==> config.mk <==
export PLATFORM = sky130hd
export DESIGN_NAME = fetch_queue_stage_flat
export DESIGN_NICKNAME = d
export VERILOG_FILES = /design/src/rtl/fetch_queue_stage_if.sv /design/src/rtl/fetch_queue_stage.sv /design/src/flat_wrapper.sv
export SDC_FILE = /design/constraint.sdc
export NUM_CORES = 1
export LEC_CHECK = 0
export CAP_MARGIN = 5
export CORE_UTILIZATION = 25
export DETAILED_ROUTE_END_ITERATION = 8
export PLACE_DENSITY = 0.56
export SLEW_MARGIN = 20
export SYNTH_ARGS = -nofsm -noshare
export SYNTH_HDL_FRONTEND = slang
export SYNTH_SLANG_ARGS = --single-unit
export TNS_END_PERCENT = 100
==> constraint.sdc <==
create_clock -name clock -period 5.8 [get_ports clock]
set_input_delay 0.58 -clock clock [delete_from_list [all_inputs] [get_ports clock]]
set_output_delay 0.58 -clock clock [all_outputs]
set_load 0.01 [all_outputs]
Fig. 1: run 1, signal wires on met1
Bar = 50 µm.
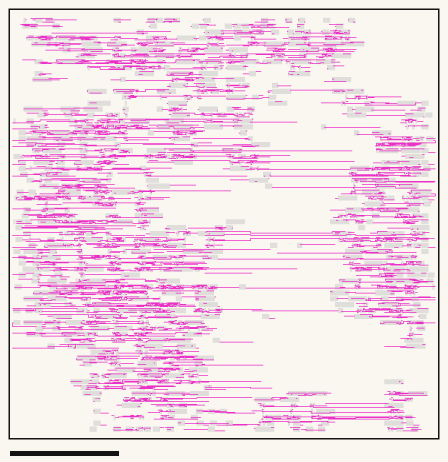
wire length on this layer: 13200 µm
main direction: horizontal
longest straight run: 74.1 µm
share of all routed wire: 49%
DRT Wirelength: 26.9 mm
vias after detailed routing: 7372
met1 Usage GRT: 0.204

Fig. 2: run 1, signal wires on met2
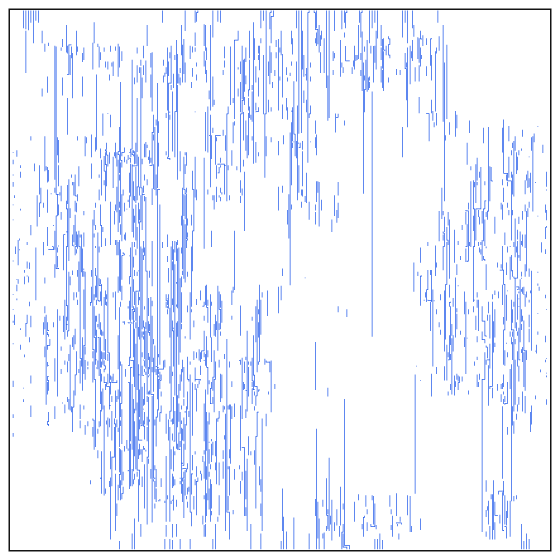
nets with wire on the layer: 914
share of all routed wire: 45%
longest straight run: 89.1 µm
main direction: vertical
wire length on this layer: 12000 µm
grt met2 use: 0.221

Fig. 3: run 1, M3 wires
Bar = 50 µm.
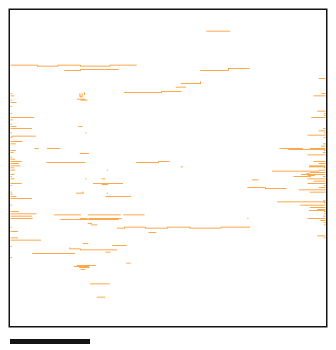
main direction: horizontal
wire length on this layer: 1280 µm
nets with wire on the layer: 132
longest straight run: 35.9 µm
share of all routed wire: 4.8%
met3 GRT Util: 0.0322

Fig. 4: run 1, clock wiring as the flow saved it
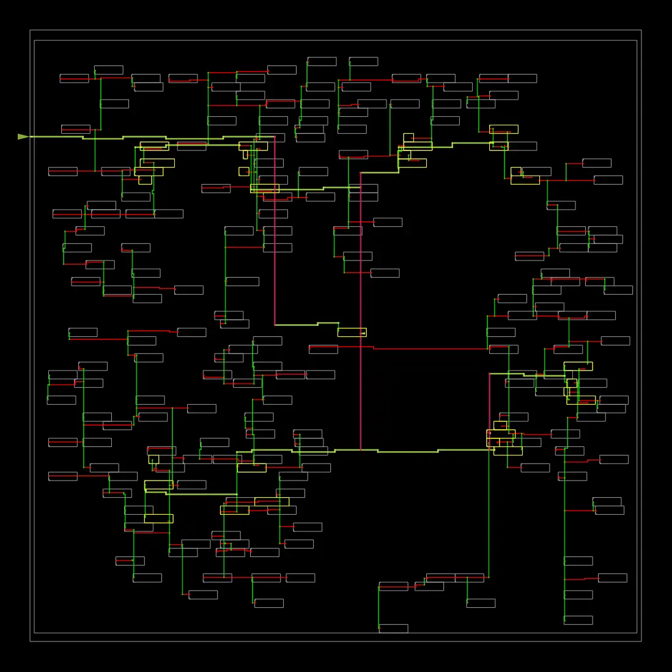
clk_lat worst skew: 450 ps
Clock Power: 1.22 mW
flop count: 189
clock buffers: 18

==> reports/qor.txt, run 1 <==
Initial drt markers -> 416
Setup violations, final -> 0
Hold crit path type -> reg -> reg
Num tapcells -> 504
Clk network pwr share -> 0.270
Global-route wire length before repair -> 42.5 mm
Fin. max-slew vios -> 0
Wl on met1 -> 13.2 mm
Via density -> 4.60
Largest net degree at the start of global routing -> 96
Worst endpoint data arrival time -> 2690 ps
Slew @ Worst Pin -> 967 ps
Non-clk buf share -> 0.141
Yosys reg bits -> 189
Pwr/cell area -> 377 nW/µm²
Final WS setup -> 2530 ps
Register area -> 4730 µm²
Max-capacitance violation count -> 0
Worst reg-to-reg setup slack -> 2540 ps
Gpl congestion -> 0.767
Hold Slack -> 470 ps
Part of the power in registers -> 0.435
Peak Freq -> 305 MHz
Distinct lib cells used -> 46
Tool warnings -> 28
Met2 Wirelength -> 12.0 mm
H-tree Lvls -> 4
Cell depth of the worst hold path -> 2
Logic area -> 4350 µm²
Final TNS setup -> 0 ps
YS warnings -> 0
Slowest CP cell -> dfrtp_4
Placement Cell Area -> 11400 µm²
Synth top cell by count -> nand2_1
Simple share -> 0.207
Post-synth ARST share -> 1.00
Ratio of final minimum period to clock period -> 0.565
Drt wl/cell -> 16.8 µm
Cts repair resizes -> 0
Most numerous logic cells after layout -> 274 x nand2_1, 188 x dfrtp_1, 159 x clkdlybuf4s50_1
Mi-comb count -> 703
Data required, critical path -> 5220 ps
Total gr overflow -> 0
Die W -> 196 µm
Area growth syn-to-layout -> 27.4%
Comb power -> 1.34 mW
P_int -> 3.11 mW
Die Area -> 38600 µm²
WL met3 -> 1.28 mm
Setup bufs post-CTS -> 0
Psw -> 1.42 mW
Cell type with the largest total area -> dfrtp_1
Sequential cell area share -> 0.393
LEAKAGE -> 4.97 nW
Crit end category -> primary output
Pre-CTS setup slack -> 2250 ps
Net Sw Frac -> 0.313
Top Ports -> 167
Cell area after layout -> 12000 µm²
Worst Path Buf+Inv -> 2
Row cnt -> 70
Seq share, synth -> 0.500
Fill count -> 3774
Dpl cells -> 1573
Logic pwr share -> 0.296
Post-synth EDFFs -> 0
Total power -> 4.54 mW
Status -> finished, final reports clean
Post-route DRC -> 0
RSZ-0062 raised after global routing -> no
Adder-cell share of the synthesized area -> 0.00132
--- run 2 (diff from run 1) ---
clock period = 2.8 ns   (was 5.8 ns; I/O delays follow)
Fig. 5: run 2, clock wiring as the flow saved it
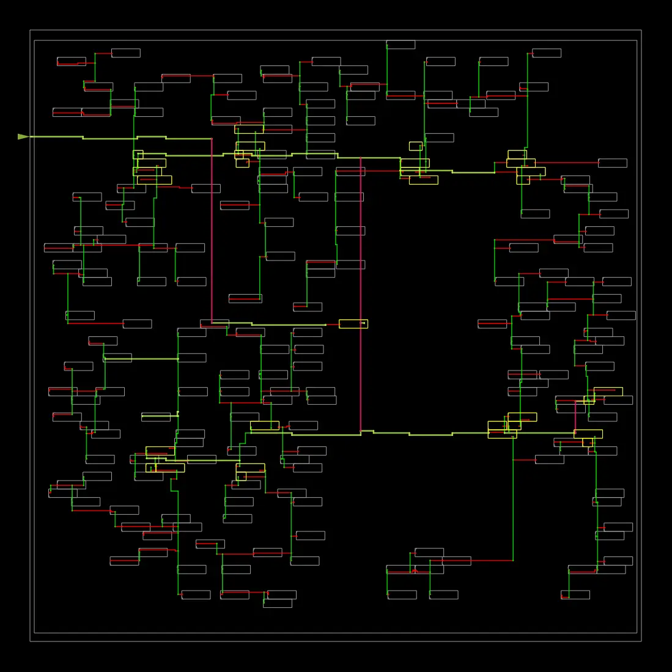
clock buffers: 17
CTS Buf Count: 17
CTS sink cnt: 189
Clock Power: 2.49 mW
clk_lat worst skew: 440 ps

Fig. 6: run 2, signal wires on met2
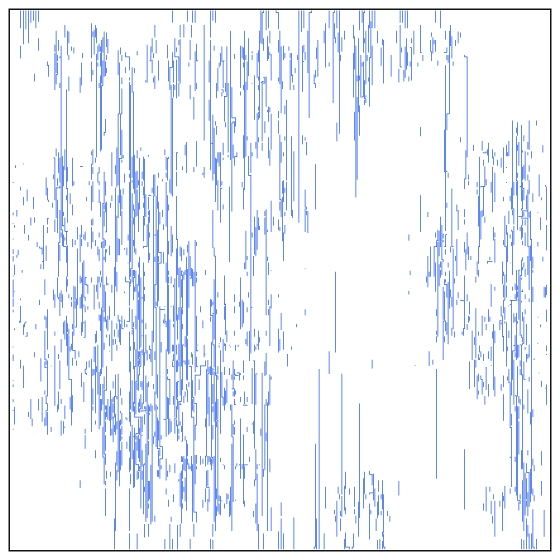
nets with wire on the layer: 948
main direction: vertical
wire length on this layer: 12200 µm
longest straight run: 92.5 µm
vias after detailed routing: 7511
grt met2 use: 0.221
DRT Wirelength: 27.3 mm

==> run 2 against run 1 <==
  * Power is 110% higher
  * Die size is the same
  * Largest cell class unchanged
  * Via count rose by 1.9%
  * Routed wire length increased by 1.7%
==> reports/qor.txt, run 2 <==
Status -> finished, final reports clean
Area growth syn-to-layout -> 30.1%
Commonest cells in the synthesized netlist -> 274 x nand2_1, 189 x dfrtp_1, 120 x mux2_2
Largest type area fraction -> 0.500
RSZ-0062 raised after global routing -> no
Fin crit period -> 2620 ps
Largest net degree at the start of global routing -> 69
Num tapcells -> 504
Net Sw Frac -> 0.317
LEAKAGE -> 5.11 nW
Yosys reg bits -> 189
Cell area after layout -> 12300 µm²
Via density -> 4.62
Worst endpoint data arrival time -> 2340 ps
Final TNS setup -> 0 ps
Tool warnings -> 28
Register area -> 4730 µm²
Fill count -> 3819
Final WS setup -> 183 ps
Total gr overflow -> 0
Crit end category -> primary output
Comb power -> 2.89 mW
Die Area -> 38600 µm²
Distinct lib cells used -> 46
Mi-comb count -> 703
Pre-CTS setup slack -> 221 ps
Sequential cell area share -> 0.385
H-tree Lvls -> 4
Global-route wire length before repair -> 43.1 mm
Logic pwr share -> 0.307
Slowest CP cell -> dfrtp_4
Met3 GRT Util -> 0.0311
Most numerous logic cells after layout -> 274 x nand2_1, 188 x dfrtp_1, 159 x clkdlybuf4s50_1
Slew @ Worst Pin -> 531 ps
Met2 Wirelength -> 12.2 mm
Worst reg-to-reg setup slack -> 280 ps
Psw -> 2.99 mW
Seq share, synth -> 0.500
Post-Route Utilization -> 0.334
Drt wl/cell -> 16.8 µm
YS warnings -> 0
WL met3 -> 1.41 mm
Non-clk buf share -> 0.160
Layout Skew -> 15.7 ps
Simple share -> 0.207
Post-route DRC -> 0
Peak Freq -> 382 MHz
Post-synth EDFFs -> 0
Total power -> 9.41 mW
Ratio of final minimum period to clock period -> 0.935
Cell type with the largest total area -> dfrtp_1
Worst Path Buf+Inv -> 2
Fin. max-slew vios -> 0
Setup bufs post-CTS -> 0
Part of the power in registers -> 0.428
Cts repair resizes -> 0
Top Family by Delay on Critical Path -> buffers and inverters
Flop count -> 189
Die W -> 196 µm
Drt pass-1 iters -> 5
Max-capacitance violation count -> 0
Hold crit path type -> in -> async
Row cnt -> 70
Adder-cell share of the synthesized area -> 0.00132
Dpl cells -> 1596
Clk network pwr share -> 0.265
Top Ports -> 167
Wl on met1 -> 13.3 mm
Data required, critical path -> 2520 ps
Fig. 7: run 2, signal wires on met1
Bar = 50 µm.
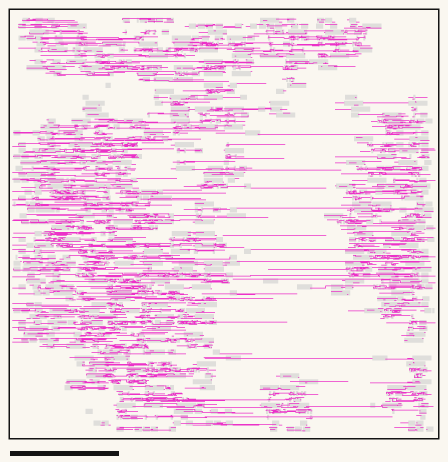
main direction: horizontal
wire length on this layer: 13300 µm
share of all routed wire: 49%
met1 Usage GRT: 0.206

Power is estimated from default activity; no workload was simulated.
